**The metal 1 layer**

The bar under the picture is 50 um long. Supply wires on this layer in gray.
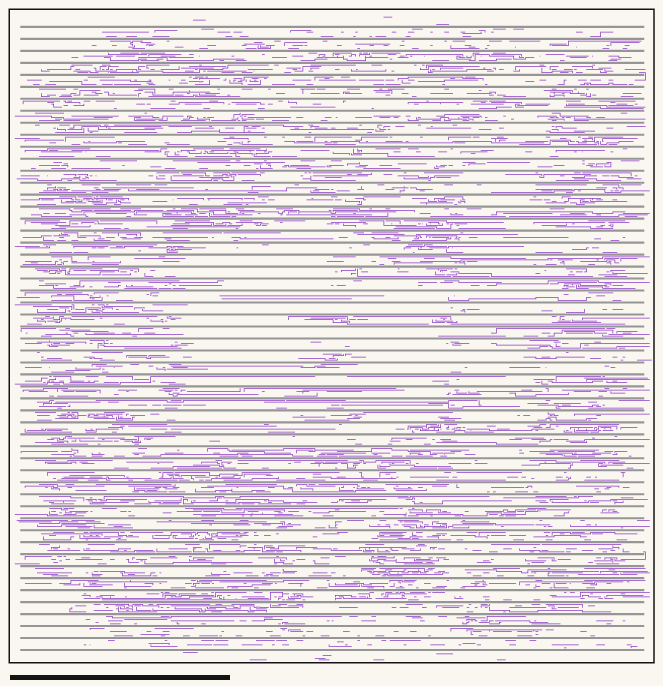
**Met2 routing**

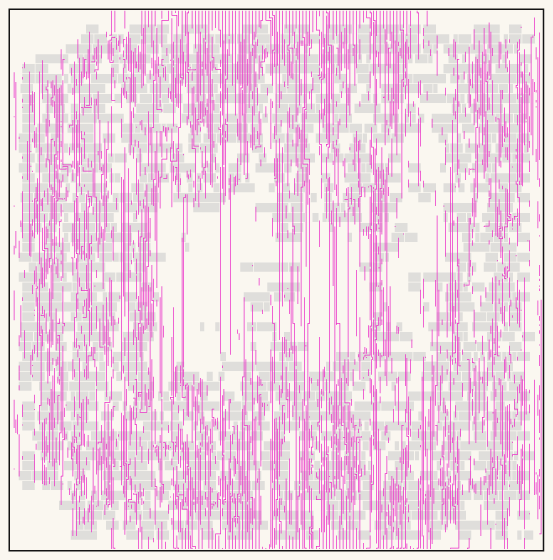
**The metal 3 layer**

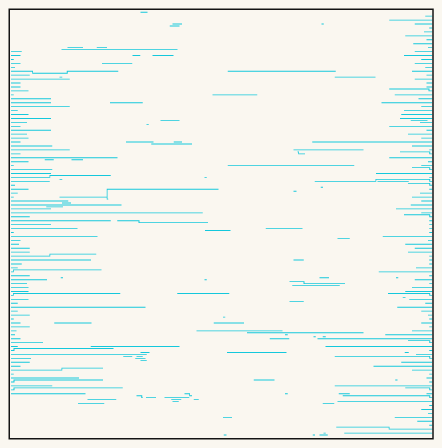
**The metal 4 layer**

The bar under the picture is 50 um long. Supply wires on this layer in gray.
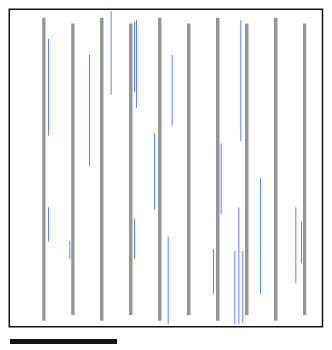
===== config.mk =====
export PLATFORM = sky130hd
export DESIGN_NAME = alu_operand_stage_flat
export DESIGN_NICKNAME = d
export VERILOG_FILES = /design/src/rtl/alu_operand_if.sv /design/src/rtl/alu_operand_stage.sv /design/src/flat_wrapper.sv
export SDC_FILE = /design/constraint.sdc
export NUM_CORES = 1
export LEC_CHECK = 0
export CORE_AREA = 2 2 144 146
export CTS_BUF_LIST = sky130_fd_sc_hd__clkbuf_16
export DETAILED_ROUTE_END_ITERATION = 16
export DIE_AREA = 0 0 146 148
export GPL_ROUTABILITY_DRIVEN = 0
export GPL_TIMING_DRIVEN = 0
export PLACE_DENSITY = 0.78
export SYNTH_ARGS = -nofsm -noshare
export SYNTH_HDL_FRONTEND = slang
export SYNTH_SLANG_ARGS = --single-unit

===== constraint.sdc =====
create_clock -name clk -period 6.7 [get_ports clk]
set_input_delay 1.005 -clock clk [delete_from_list [all_inputs] [get_ports clk]]
set_output_delay 1.005 -clock clk [all_outputs]
set_load 0.02 [all_outputs]

===== src/rtl/alu_operand_if.sv =====
// Handshake and operand bus between decode and the ALU operand stage.
// The stage owns the slave view; whatever feeds and drains it owns the master view.
interface alu_operand_if #(
   parameter int DATA_W = 64,
   parameter int CTRL_W = 4
);
   logic              flush;
   logic              in_valid;
   logic              in_ready;
   logic [31:0]       in_instr;
   logic [DATA_W-1:0] in_rn_data;
   logic [DATA_W-1:0] in_rm_data;
   logic              out_valid;
   logic              out_ready;
   logic [DATA_W-1:0] out_a;
   logic [DATA_W-1:0] out_b;
   logic [CTRL_W-1:0] out_control;
   logic [DATA_W-1:0] out_store_data;
   logic [4:0]        out_rd;
   logic              out_illegal;

   modport slave (
      input  flush, in_valid, in_instr, in_rn_data, in_rm_data, out_ready,
      output in_ready, out_valid, out_a, out_b, out_control, out_store_data,
             out_rd, out_illegal
   );

   modport master (
      output flush, in_valid, in_instr, in_rn_data, in_rm_data, out_ready,
      input  in_ready, out_valid, out_a, out_b, out_control, out_store_data,
             out_rd, out_illegal
   );
endinterface


===== src/rtl/alu_operand_stage.sv =====
// Decode-to-execute stage in front of the 64-bit ALU. Decodes one LEGv8
// instruction per handshake into an ALU control code and an A/B operand pair,
// and holds the result in a single register slot with zero-bubble flow control.
module alu_operand_stage #(
   parameter int DATA_W = 64,
   parameter int CTRL_W = 4
) (
   input  logic         clk,
   input  logic         rst_n,
   alu_operand_if.slave bus
);

   localparam logic [CTRL_W-1:0] CTRL_AND = 4'b0000;
   localparam logic [CTRL_W-1:0] CTRL_ORR = 4'b0001;
   localparam logic [CTRL_W-1:0] CTRL_ADD = 4'b0010;
   localparam logic [CTRL_W-1:0] CTRL_SUB = 4'b0110;
   localparam logic [CTRL_W-1:0] CTRL_PSB = 4'b0111;

   typedef enum logic [1:0] {
      BSEL_RM     = 2'd0,
      BSEL_SEXT9  = 2'd1,
      BSEL_ZEXT12 = 2'd2
   } bsel_e;

   typedef struct packed {
      logic [CTRL_W-1:0] ctrl;
      bsel_e             bsel;
      logic              store;
      logic              illegal;
   } dec_t;

   // Opcode table lookup; unknown opcodes fall back to an ADD of Rn and Rm
   // and are flagged so the pipeline can raise an exception later.
   function automatic dec_t decode_op(input logic [31:0] instr);
      dec_t d;
      d.ctrl    = CTRL_ADD;
      d.bsel    = BSEL_RM;
      d.store   = 1'b0;
      d.illegal = 1'b0;
      casez (instr[31:21])
         11'b10001011000: d.ctrl = CTRL_ADD;
         11'b11001011000: d.ctrl = CTRL_SUB;
         11'b10001010000: d.ctrl = CTRL_AND;
         11'b10101010000: d.ctrl = CTRL_ORR;
         11'b11111000010: d.bsel = BSEL_SEXT9;
         11'b11111000000: begin
            d.bsel  = BSEL_SEXT9;
            d.store = 1'b1;
         end
         11'b1001000100?: d.bsel = BSEL_ZEXT12;
         11'b1101000100?: begin
            d.ctrl = CTRL_SUB;
            d.bsel = BSEL_ZEXT12;
         end
         11'b1001001000?: begin
            d.ctrl = CTRL_AND;
            d.bsel = BSEL_ZEXT12;
         end
         11'b1011001000?: begin
            d.ctrl = CTRL_ORR;
            d.bsel = BSEL_ZEXT12;
         end
         // CBZ and CBNZ differ only in bit 24; both pass Rt through B so
         // the ALU zero flag resolves the branch.
         11'b1011010????: d.ctrl = CTRL_PSB;
         default:         d.illegal = 1'b1;
      endcase
      return d;
   endfunction

   logic              valid_q;
   logic [DATA_W-1:0] a_q;
   logic [DATA_W-1:0] b_q;
   logic [CTRL_W-1:0] ctrl_q;
   logic [DATA_W-1:0] store_q;
   logic [4:0]        rd_q;
   logic              illegal_q;

   dec_t              dec_d;
   logic [DATA_W-1:0] b_d;
   logic [DATA_W-1:0] store_d;
   logic              ready_d;
   logic              accept_d;

   // Handshake: the slot frees up in the same cycle it is drained.
   always_comb begin
      ready_d  = !valid_q || bus.out_ready;
      accept_d = bus.in_valid && ready_d;
   end

   // Decode the offered instruction and build the B operand and store data.
   always_comb begin
      dec_d   = decode_op(bus.in_instr);
      b_d     = bus.in_rm_data;
      store_d = '0;
      case (dec_d.bsel)
         BSEL_RM:     b_d = bus.in_rm_data;
         BSEL_SEXT9:  b_d = {{(DATA_W-9){bus.in_instr[20]}}, bus.in_instr[20:12]};
         BSEL_ZEXT12: b_d = {{(DATA_W-12){1'b0}}, bus.in_instr[21:10]};
         default:     b_d = bus.in_rm_data;
      endcase
      if (dec_d.store) begin
         store_d = bus.in_rm_data;
      end else begin
         store_d = '0;
      end
   end

   // Operand register: reset beats flush, flush beats accept; a flushed
   // slot keeps its stale data but is no longer valid.
   always_ff @(posedge clk) begin
      if (!rst_n) begin
         valid_q   <= 1'b0;
         a_q       <= '0;
         b_q       <= '0;
         ctrl_q    <= CTRL_ADD;
         store_q   <= '0;
         rd_q      <= 5'd0;
         illegal_q <= 1'b0;
      end else if (bus.flush) begin
         valid_q   <= 1'b0;
      end else if (accept_d) begin
         valid_q   <= 1'b1;
         a_q       <= bus.in_rn_data;
         b_q       <= b_d;
         ctrl_q    <= dec_d.ctrl;
         store_q   <= store_d;
         rd_q      <= bus.in_instr[4:0];
         illegal_q <= dec_d.illegal;
      end else if (valid_q && bus.out_ready) begin
         valid_q   <= 1'b0;
      end else begin
         valid_q   <= valid_q;
      end
   end

   assign bus.in_ready       = ready_d;
   assign bus.out_valid      = valid_q;
   assign bus.out_a          = a_q;
   assign bus.out_b          = b_q;
   assign bus.out_control    = ctrl_q;
   assign bus.out_store_data = store_q;
   assign bus.out_rd         = rd_q;
   assign bus.out_illegal    = illegal_q;

endmodule

===== src/flat_wrapper.sv =====
// flat-port wrapper written by rule: the top's interface ports become plain ports
module alu_operand_stage_flat 
#(
   parameter int DATA_W = 64,
   parameter int CTRL_W = 4
)
  (clk, rst_n, bus_flush, bus_in_valid, bus_in_instr, bus_in_rn_data, bus_in_rm_data, bus_out_ready, bus_in_ready, bus_out_valid, bus_out_a, bus_out_b, bus_out_control, bus_out_store_data, bus_out_rd, bus_out_illegal);
  alu_operand_if #(.DATA_W(DATA_W), .CTRL_W(CTRL_W)) bus_i ();
  input  logic clk;
  input  logic rst_n;
  input wire logic [$bits(bus_i.flush)-1:0] bus_flush;
  input wire logic [$bits(bus_i.in_valid)-1:0] bus_in_valid;
  input wire logic [$bits(bus_i.in_instr)-1:0] bus_in_instr;
  input wire logic [$bits(bus_i.in_rn_data)-1:0] bus_in_rn_data;
  input wire logic [$bits(bus_i.in_rm_data)-1:0] bus_in_rm_data;
  input wire logic [$bits(bus_i.out_ready)-1:0] bus_out_ready;
  output wire logic [$bits(bus_i.in_ready)-1:0] bus_in_ready;
  output wire logic [$bits(bus_i.out_valid)-1:0] bus_out_valid;
  output wire logic [$bits(bus_i.out_a)-1:0] bus_out_a;
  output wire logic [$bits(bus_i.out_b)-1:0] bus_out_b;
  output wire logic [$bits(bus_i.out_control)-1:0] bus_out_control;
  output wire logic [$bits(bus_i.out_store_data)-1:0] bus_out_store_data;
  output wire logic [$bits(bus_i.out_rd)-1:0] bus_out_rd;
  output wire logic [$bits(bus_i.out_illegal)-1:0] bus_out_illegal;
  assign bus_i.flush = bus_flush;
  assign bus_i.in_valid = bus_in_valid;
  assign bus_i.in_instr = bus_in_instr;
  assign bus_i.in_rn_data = bus_in_rn_data;
  assign bus_i.in_rm_data = bus_in_rm_data;
  assign bus_i.out_ready = bus_out_ready;
  assign bus_in_ready = bus_i.in_ready;
  assign bus_out_valid = bus_i.out_valid;
  assign bus_out_a = bus_i.out_a;
  assign bus_out_b = bus_i.out_b;
  assign bus_out_control = bus_i.out_control;
  assign bus_out_store_data = bus_i.out_store_data;
  assign bus_out_rd = bus_i.out_rd;
  assign bus_out_illegal = bus_i.out_illegal;
  alu_operand_stage #(.DATA_W(DATA_W), .CTRL_W(CTRL_W)) u_core (.clk(clk), .rst_n(rst_n), .bus(bus_i));
endmodule

==> run summary <==
status -> finished clean
Leak -> 0.00459 uW
Place WS -> 2.47 ns
Die ar. -> 0.0216 mm^2
HP Start -> u_core.bus.out_a[21]$_SDFFE_PN0P_
Hold Slack -> 0.460 ns
kind of critical path -> input port to flip-flop
post-placement cell count -> 1514
Flop area -> 0.00404 mm^2
most frequent cells in the layout -> 361 x clkdlybuf4s50_1, 204 x nand2_1, 202 x dfxtp_1, 80 x a21boi_0, 67 x nor2b_1
Hold Path Depth -> 2
drt first pass iters -> 5
Seq cells post-synth -> 202
Die W -> 146 um
post-DP HPWL -> 21800 um
maximum vdd drop -> 0.000201 V
# setup viols final -> 0
R2R depth -> 6
diode count -> 0
post-DR vias/cell -> 5.20
Layout Nets -> 1435
Async S/R FF share, synth -> 0%
PostCTS Resize Cnt -> 0
Mapped Nets -> 1050
share of layout cells above drive strength 1 -> 6.23%
tool warnings -> 32
Post-synth EDFFs -> 0
XOR Share, Synth -> 0%
CTS sink cnt -> 202
Mapped Cells -> 883
number of global-route vias before repair -> 7948
GRT overflow -> 0
RSZ-0062 raised after global routing -> no
Worst Hold End -> u_core.bus.out_a[21]$_SDFFE_PN0P_
Hold Crit Class -> flip-flop to flip-flop
Simple-Gate Area Share -> 18.3%
largest net degree at the start of global routing -> 14
Post-Syn Area per Cell -> 8.99 um^2
total number of vias -> 8086
Post-Syn Area -> 0.00794 mm^2
Reg-to-Reg End -> u_core.bus.out_b[27]$_SDFFE_PN0P_
Design Power -> 2790 uW
first-pass GRT wire length -> 44500 um
## Picture notes: 'the metal 1 layer'
longest straight run = 41.9 um
nets with wire on the layer = 1288

## Picture notes: 'met2 routing'
wire length on this layer = 14400 um
nets with wire on the layer = 1229
share of all routed wire = 49%
main direction = vertical

## Picture notes: 'the metal 3 layer'
longest straight run = 66.0 um
main direction = horizontal
wire length on this layer = 2770 um
share of all routed wire = 9.4%
nets with wire on the layer = 249

## Picture notes: 'the metal 4 layer'
share of all routed wire = 2.4%
wire length on this layer = 699 um
longest straight run = 56.4 um

## routing by layer
layer  up-vias  GRT usage, %  part of all wire (%)
met2       336          45.6                    49
li1       3875             -                     -
met1      3832          30.0                    39
met3        43          8.52                   9.4
met4         0          7.18                   2.4
met5         -             0                     0
## Yosys cell counts, drive strengths merged, types with 2 or more instances
library cell  number  area [um^2]
a32oi             64          561
and4b              3         30.0
nand3              3         15.0
a21oi             54          270
dfxtp            202         4040
nand4              3         18.8
nand2            204          766
o211ai            14          105
nor2               7         26.3
ha                 2         25.0
and3b              2         17.5
nor4b              3         41.3
nand3b             2         15.0
nor3b              6         50.1
nor4bb             3         30.0
a21boi            80          601
clkbuf            39          146
buf               45          273
o21ai             54          270
nor2b             67          419
inv                5         18.8
a221o             11          110
## power by group
group,internal [uW],total (uW),switching (uW)
logic,209,416,207
registers,1250,1270,23.1
clock network,617,1100,482
## logic make-up (layout without fill, tap and decap cells)
kind of cell / after synthesis / after routing
AND/OR/NAND/NOR: 306 / 306
AND-OR/OR-AND: 283 / 283
flip-flops: 202 / 202
buffers and inverters: 89 / 490
adder cells (fa/ha/maj): 2 / 2
other: 1 / 1
## critical path: stages
cell	delay (ns)
clkdlybuf4s50_1	0.50
nor4b_4	0.35
and4b_1	0.25
buf_4	0.14
buf_4	0.20
inv_1	0.06
ha_1	0.30
clkbuf_1	0.57
clkbuf_1	0.50
nand2_1	0.13
a21oi_1	0.17
## final cells by class
type / instances / share of cell area (%)
Clock inverter: 17 / 0.579
Clock buffer: 23 / 4.59
Multi-Input combinational cell: 592 / 27.6
Inverter: 5 / 0.150
Timing Repair Buffer: 361 / 28.8
Sequential cell: 202 / 32.3
Tap cell: 270 / 2.70
Buffer: 84 / 3.34
Power figures rest on the tool's default switching activity, not on a simulated workload.
